==> src/rtl/alu_datapath_if.sv <==
// Strobe and result bundle between the sequencing controller (master)
// and the ALU datapath stage (slave).
interface alu_datapath_if #(
  parameter int WIDTH = 8
);
  logic             l1;
  logic             l2;
  logic             l3;
  logic             l4;
  logic [2:0]       s1;
  logic [2:0]       s2;
  logic             f;
  logic             r;
  logic             w;
  logic [WIDTH-1:0] ext_in;
  logic [WIDTH-1:0] alu_y;
  logic [WIDTH-1:0] r4_out;
  logic [WIDTH-1:0] mem_q;
  logic             zero;
  logic             carry;

  modport master (
    output l1, l2, l3, l4, s1, s2, f, r, w, ext_in,
    input  alu_y, r4_out, mem_q, zero, carry
  );

  modport slave (
    input  l1, l2, l3, l4, s1, s2, f, r, w, ext_in,
    output alu_y, r4_out, mem_q, zero, carry
  );
endinterface

==> src/rtl/alu_datapath.sv <==
// Strobe-driven datapath: four registers, small data memory with a registered
// read port, add/subtract ALU and registered zero/carry flags.
module alu_datapath #(
  parameter int WIDTH = 8,
  parameter int AW    = 3
) (
  input  logic          clk,
  input  logic          rst_n,
  alu_datapath_if.slave bus
);
  localparam int DEPTH = 2 ** AW;

  logic [WIDTH-1:0] reg_q     [4];
  logic [WIDTH-1:0] reg_d     [4];
  logic [WIDTH-1:0] mem_arr_q [DEPTH];
  logic [WIDTH-1:0] mem_arr_d [DEPTH];
  logic [WIDTH-1:0] rdata_q;
  logic [WIDTH-1:0] rdata_d;
  logic             zero_q;
  logic             zero_d;
  logic             carry_q;
  logic             carry_d;

  logic [WIDTH-1:0] opa_s;
  logic [WIDTH-1:0] opb_s;
  logic [WIDTH:0]   sum_s;
  logic [WIDTH-1:0] alu_y_s;
  logic             alu_c_s;
  logic [AW-1:0]    addr_s;
  logic             load_any_s;

  function automatic logic [WIDTH-1:0] pick_operand(
    input logic [2:0]       sel,
    input logic [WIDTH-1:0] r1,
    input logic [WIDTH-1:0] r2,
    input logic [WIDTH-1:0] r3,
    input logic [WIDTH-1:0] r4,
    input logic [WIDTH-1:0] mq,
    input logic [WIDTH-1:0] ext
  );
    logic [WIDTH-1:0] v;
    case (sel)
      3'd0:    v = r1;
      3'd1:    v = r2;
      3'd2:    v = r3;
      3'd3:    v = r4;
      3'd4:    v = mq;
      3'd5:    v = ext;
      3'd6:    v = {WIDTH{1'b0}};
      3'd7:    v = {{(WIDTH-1){1'b0}}, 1'b1};
      default: v = {WIDTH{1'b0}};
    endcase
    return v;
  endfunction

  // Operand muxes and add/subtract; subtraction carry of 0 signals a borrow.
  always_comb begin
    opa_s = pick_operand(bus.s1, reg_q[0], reg_q[1], reg_q[2], reg_q[3], rdata_q, bus.ext_in);
    opb_s = pick_operand(bus.s2, reg_q[0], reg_q[1], reg_q[2], reg_q[3], rdata_q, bus.ext_in);
    if (bus.f) begin
      sum_s = {1'b0, opa_s} + {1'b0, ~opb_s} + {{WIDTH{1'b0}}, 1'b1};
    end else begin
      sum_s = {1'b0, opa_s} + {1'b0, opb_s};
    end
    alu_y_s = sum_s[WIDTH-1:0];
    alu_c_s = sum_s[WIDTH];
  end

  assign addr_s     = reg_q[2][AW-1:0];
  assign load_any_s = bus.l1 | bus.l2 | bus.l3 | bus.l4;

  // Next-state: register loads, flags, and read-before-write memory access.
  always_comb begin
    reg_d[0]  = bus.l1 ? alu_y_s : reg_q[0];
    reg_d[1]  = bus.l2 ? alu_y_s : reg_q[1];
    reg_d[2]  = bus.l3 ? alu_y_s : reg_q[2];
    reg_d[3]  = bus.l4 ? alu_y_s : reg_q[3];
    zero_d    = load_any_s ? (alu_y_s == {WIDTH{1'b0}}) : zero_q;
    carry_d   = load_any_s ? alu_c_s : carry_q;
    rdata_d   = bus.r ? mem_arr_q[addr_s] : rdata_q;
    mem_arr_d = mem_arr_q;
    if (bus.w) begin
      mem_arr_d[addr_s] = alu_y_s;
    end else begin
      mem_arr_d[addr_s] = mem_arr_q[addr_s];
    end
  end

  // State registers; reset clears every register, flag and memory word.
  always_ff @(posedge clk or negedge rst_n) begin
    if (!rst_n) begin
      for (int i = 0; i < 4; i++) begin
        reg_q[i] <= {WIDTH{1'b0}};
      end
      for (int j = 0; j < DEPTH; j++) begin
        mem_arr_q[j] <= {WIDTH{1'b0}};
      end
      rdata_q <= {WIDTH{1'b0}};
      zero_q  <= 1'b0;
      carry_q <= 1'b0;
    end else begin
      reg_q     <= reg_d;
      mem_arr_q <= mem_arr_d;
      rdata_q   <= rdata_d;
      zero_q    <= zero_d;
      carry_q   <= carry_d;
    end
  end

  assign bus.alu_y  = alu_y_s;
  assign bus.r4_out = reg_q[3];
  assign bus.mem_q  = rdata_q;
  assign bus.zero   = zero_q;
  assign bus.carry  = carry_q;
endmodule

==> src/flat_wrapper.sv <==
// flat-port wrapper written by rule: the top's interface ports become plain ports
module alu_datapath_flat 
#(
  parameter int WIDTH = 8,
  parameter int AW    = 3
)
  (clk, rst_n, bus_l1, bus_l2, bus_l3, bus_l4, bus_s1, bus_s2, bus_f, bus_r, bus_w, bus_ext_in, bus_alu_y, bus_r4_out, bus_mem_q, bus_zero, bus_carry);
  alu_datapath_if #(.WIDTH(WIDTH)) bus_i ();
  input  logic clk;
  input  logic rst_n;
  input wire logic [$bits(bus_i.l1)-1:0] bus_l1;
  input wire logic [$bits(bus_i.l2)-1:0] bus_l2;
  input wire logic [$bits(bus_i.l3)-1:0] bus_l3;
  input wire logic [$bits(bus_i.l4)-1:0] bus_l4;
  input wire logic [$bits(bus_i.s1)-1:0] bus_s1;
  input wire logic [$bits(bus_i.s2)-1:0] bus_s2;
  input wire logic [$bits(bus_i.f)-1:0] bus_f;
  input wire logic [$bits(bus_i.r)-1:0] bus_r;
  input wire logic [$bits(bus_i.w)-1:0] bus_w;
  input wire logic [$bits(bus_i.ext_in)-1:0] bus_ext_in;
  output wire logic [$bits(bus_i.alu_y)-1:0] bus_alu_y;
  output wire logic [$bits(bus_i.r4_out)-1:0] bus_r4_out;
  output wire logic [$bits(bus_i.mem_q)-1:0] bus_mem_q;
  output wire logic [$bits(bus_i.zero)-1:0] bus_zero;
  output wire logic [$bits(bus_i.carry)-1:0] bus_carry;
  assign bus_i.l1 = bus_l1;
  assign bus_i.l2 = bus_l2;
  assign bus_i.l3 = bus_l3;
  assign bus_i.l4 = bus_l4;
  assign bus_i.s1 = bus_s1;
  assign bus_i.s2 = bus_s2;
  assign bus_i.f = bus_f;
  assign bus_i.r = bus_r;
  assign bus_i.w = bus_w;
  assign bus_i.ext_in = bus_ext_in;
  assign bus_alu_y = bus_i.alu_y;
  assign bus_r4_out = bus_i.r4_out;
  assign bus_mem_q = bus_i.mem_q;
  assign bus_zero = bus_i.zero;
  assign bus_carry = bus_i.carry;
  alu_datapath #(.WIDTH(WIDTH), .AW(AW)) u_core (.clk(clk), .rst_n(rst_n), .bus(bus_i));
endmodule
==> config.mk <==
export PLATFORM = sky130hd
export DESIGN_NAME = alu_datapath_flat
export DESIGN_NICKNAME = d
export VERILOG_FILES = /design/src/rtl/alu_datapath_if.sv /design/src/rtl/alu_datapath.sv /design/src/flat_wrapper.sv
export SDC_FILE = /design/constraint.sdc
export NUM_CORES = 1
export LEC_CHECK = 0
export ABC_AREA = 1
export CORE_MARGIN = 1.5
export CORE_UTILIZATION = 52
export DETAILED_ROUTE_END_ITERATION = 6
export PLACE_DENSITY = 0.82
export SLEW_MARGIN = 20
export SYNTH_ARGS = -nofsm -noshare
export SYNTH_HDL_FRONTEND = slang
export SYNTH_SLANG_ARGS = --single-unit
==> constraint.sdc <==
create_clock -name clk -period 2.5 [get_ports clk]
set_input_delay 0.25 -clock clk [delete_from_list [all_inputs] [get_ports clk]]
set_output_delay 0.25 -clock clk [all_outputs]
set_load 0.02 [all_outputs]
Run 1, floorplan with the power grid:
Drawn at 4 px/um. Pins as bars on the die edge.
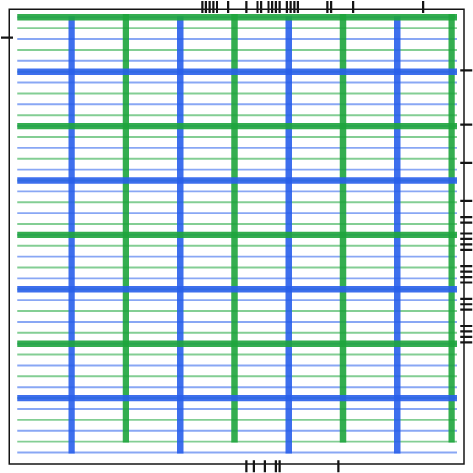
legend:
  green:
    net: VDD
  blue:
    net: VSS
signal pins: 49
met5 straps: 8
rows: 40

Run 1, cell sizes after repair:
Drawn at 2 px/um.
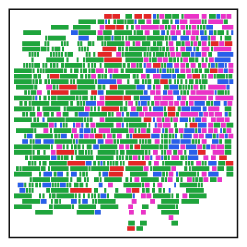
legend:
  blue:
    size: _2 cells
    cells: 132
    most_used: inv_2
  magenta:
    size: _3 and _4 cells
    cells: 187
    most_used: buf_4
  green:
    size: _0 and _1 cells
    cells: 622
    most_used: nand2_1
  red:
    size: _6 and larger
    cells: 41
    most_used: buf_6

==> flow_summary.ini, run 1 <==
; physical design summary
[outcome]
status = complete, but fails checks
violations = design-rule violations, negative setup slack

[global_routing]
grt_overflow = 0
grt_util_met1_pct = 38.8
antenna_found_initial = 0
grt_pass1_wl_um = 31800
grt_pass1_vias = 6264
grt.total_usage_pct = 31.5

[timing]
period_minus_slack_ns = 3.13
totalNegativeSetupSlack_ns = -24.58
finalSetupViolCount = 85
setup_ws_ns = -0.631
clock_skew_ns = 0.00669
slew_violations = 0
slew_headroom_pct = 52.1

[logic_synthesis]
syn-cell-area_sq_mm = 0.00633
ys_cells = 801
ys_area_sq_mm = 0.00633
yosys_register_bits = 106
mux_area_share_pct = 0
ys_sh_aoi_pct = 19.8
yosys_warnings = 0
common_cells = nand2_1 (224), dfrtp_1 (106), inv_1 (93)
simple_gate_area_share_pct = 22.9
ff_type = dfrtp_1

[routing]
wl_um = 21400
viasPerCell = 5.97
drc_errors = 2
post_drt_wl_per_cell_um = 19.0

[pwr]
powerClk_mw = 1.46
power.share.switching_pct = 44.1
powerComb_mw = 6.63
switching_power_mw = 4.94
leakagePower_nw = 4.29
power_density_mw_per_mm2 = 1270
p_seq_mw = 3.11

[floorplan]
die_h_um = 113
core_sq_mm = 0.0120
nWellTaps = 147

[clocking]
cts_tree = done
ctsHoldBuffers = 1

[layout]
top_register = u_core.mem_arr_q
area_growth_pct = 39.4
layout.area.comb_sq_mm = 0.00348
comb_share_pct = 39.5
flop_area_sq_mm = 0.00265
stdcell_count = 1129
drive_above_1_share_pct = 36.7
nNonClkBuffers = 213
lay_top_count = nand2_1

[placement]
dp.cells = 1073
placed_area_sq_mm = 0.00767
dp_slack_ns = -1.41

[setup_path]
cp.buffers_inverters = 4
worstSetupPathType = register to output pin
critPathRequiredTime_ns = 2.25
reg2reg_setup_slack_ns = -0.56
critPathCapture = bus_alu_y[7]
crit_path_top_delay_cell = dfrtp_1
worst-path-stages = 15
r2r_start = u_core.addr_s[1]
cpLargestDelayFamily = simple AND/OR/NAND/NOR gates
cpMostUsedCell = nand2_1
path_max_fanout = 3

[run]
cap_violations = 0
warnings = 36
Run 1, close-up of the layout:
Region (32, 54) to (82, 104) um. Cells in gray, sequential cells in the stronger gray; small squares are vias.
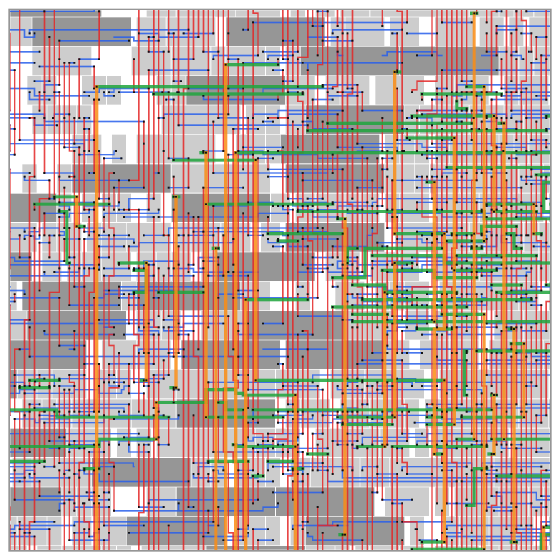
legend:
  orange:
    layer: metal 4
  blue:
    layer: metal 1
  red:
    layer: metal 2
  green:
    layer: metal 3
most frequent: nand2_1 (51), buf_4 (38), dfrtp_1 (26)
netlist names of flops here include: u_core.reg_q (8), u_core.mem_arr_q (7), u_core.bus.mem_q (4)
sequential cells in the window: 27
cells with their middle in the window: 244

--- run 2 (diff from run 1) ---
- CORE_UTILIZATION: 52 -> 53
- HOLD_SLACK_MARGIN: unset -> 0.12
- PLACE_DENSITY: 0.82 -> 0.83
Run 2, cell sizes after repair:
Drawn at 2 px/um.
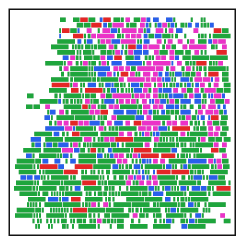
legend:
  red:
    size: _6 and larger
    cells: 37
    most_used: buf_6
  blue:
    size: _2 cells
    cells: 146
    most_used: o21ai_2
  green:
    size: _0 and _1 cells
    cells: 615
    most_used: nand2_1
  magenta:
    size: _3 and _4 cells
    cells: 175
    most_used: buf_4

Run 2, close-up of the layout:
Region (31, 54) to (81, 104) um. Cells in gray, sequential cells in the stronger gray; small squares are vias.
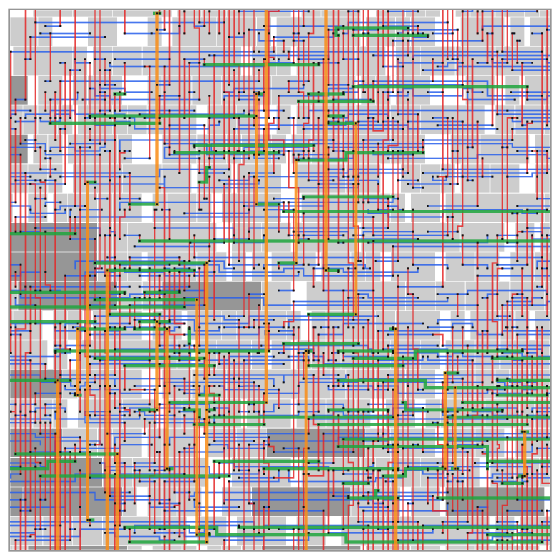
legend:
  orange:
    layer: metal 4
  blue:
    layer: metal 1
  red:
    layer: metal 2
  green:
    layer: metal 3
netlist names of flops here include: u_core.reg_q (8), u_core.bus.mem_q (2)
cells with their middle in the window: 267
sequential cells in the window: 11
most frequent: buf_4 (66), nand2_1 (35), inv_1 (24)

==> run 2 against run 1 <==
The flow still finishes with violations (design-rule violations, negative setup slack). Wire length rose by 0.56%. Flip-flop count did not move. Non-clock buffer count fell by 9. Worst setup slack improved by 0.029 ns. Count of clock-buffer cells in the layout rose by 1. Largest power group unchanged. Hold slack got worse by 0.15 ns. Clock power fell by 7%. First-iteration DRC count rose by 20%. Combinational power rose by 2%.
==> flow_summary.ini, run 2 <==
; physical design summary
[setup_path]
critPathCapture = bus_alu_y[6]
reg2reg_setup_slack_ns = -0.45
critPathRequiredTime_ns = 2.25
worstSetupPathType = register to output pin
cp.buffers_inverters = 3
rr_endpoint = u_core.bus.zero
cpLargestDelayFamily = simple AND/OR/NAND/NOR gates
cpMostUsedCell = nand2_1
critPathLaunchType = register
crit_path_top_delay_cell = dfrtp_2
r2r_start = u_core.bus.r4_out[0]
path_max_fanout = 3
worst-path-stages = 19

[layout]
layout.area.comb_sq_mm = 0.00353
top_register = u_core.mem_arr_q
flop_area_sq_mm = 0.00266
nNonClkBuffers = 204
nFillCells = 723
comb_share_pct = 40.2
area_growth_pct = 38.5
clock_buffer_count = 11
fin_nets = 1008
drive_above_1_share_pct = 36.8
stdcell_count = 1116
lay_top_count = nand2_1

[floorplan]
core_sq_mm = 0.0115
chip_area_sq_mm = 0.0126
die_h_um = 112
nWellTaps = 143

[clocking]
clock-root-buffer = clkbuf_16
cts_tree = done
ctsHoldBuffers = 1
cts.sinks = 106
cts_buffers = 9

[global_routing]
grt_util_met1_pct = 47.9
grt.total_usage_pct = 32.8
gr-max-usage-layer = met1
antenna_found_initial = 0
grt_overflow = 0
grt_pass1_wl_um = 32000
grt_pass1_vias = 6126

[logic_synthesis]
mux_area_share_pct = 0
ys_area_sq_mm = 0.00633
ys_cells = 801
ys_sh_aoi_pct = 19.8
ff_type = dfrtp_1
common_cells = nand2_1 (224), dfrtp_1 (106), inv_1 (93)
async_reset_ff_share_pct = 100
xor_share_pct = 0.277
yosys_warnings = 0
synthAdderAreaFrac_pct = 3.60
syn-cell-area_sq_mm = 0.00633
simple_gate_area_share_pct = 22.9
yosys_register_bits = 106
netlist_instances = 801

[routing]
post_drt_wl_per_cell_um = 19.3
drtPass1Iterations = 7
wl_um = 21500
viasPerCell = 5.91
postRouteAntennaNets = 0
drc_errors = 11

[timing]
period_minus_slack_ns = 3.10
slew_headroom_pct = 50.1
rsz0062_at_grt = yes
finalSetupViolCount = 82
setup_ws_ns = -0.602
clock_skew_ns = 0.0119
totalNegativeSetupSlack_ns = -18.29
slew_violations = 0

[placement]
placed_area_sq_mm = 0.00767
dp.cells = 1070
dp_slack_ns = -1.37

[outcome]
status = complete, but fails checks
violations = design-rule violations, negative setup slack

[pwr]
powerClk_mw = 1.36
switching_power_mw = 5.05
p_seq_mw = 3.09
powerComb_mw = 6.79
power.share.switching_pct = 45.0
power_density_mw_per_mm2 = 1280
leakagePower_nw = 4.27

[run]
cap_violations = 0
warnings = 36
No activity file was given, so power comes from the tool's default toggle rates.
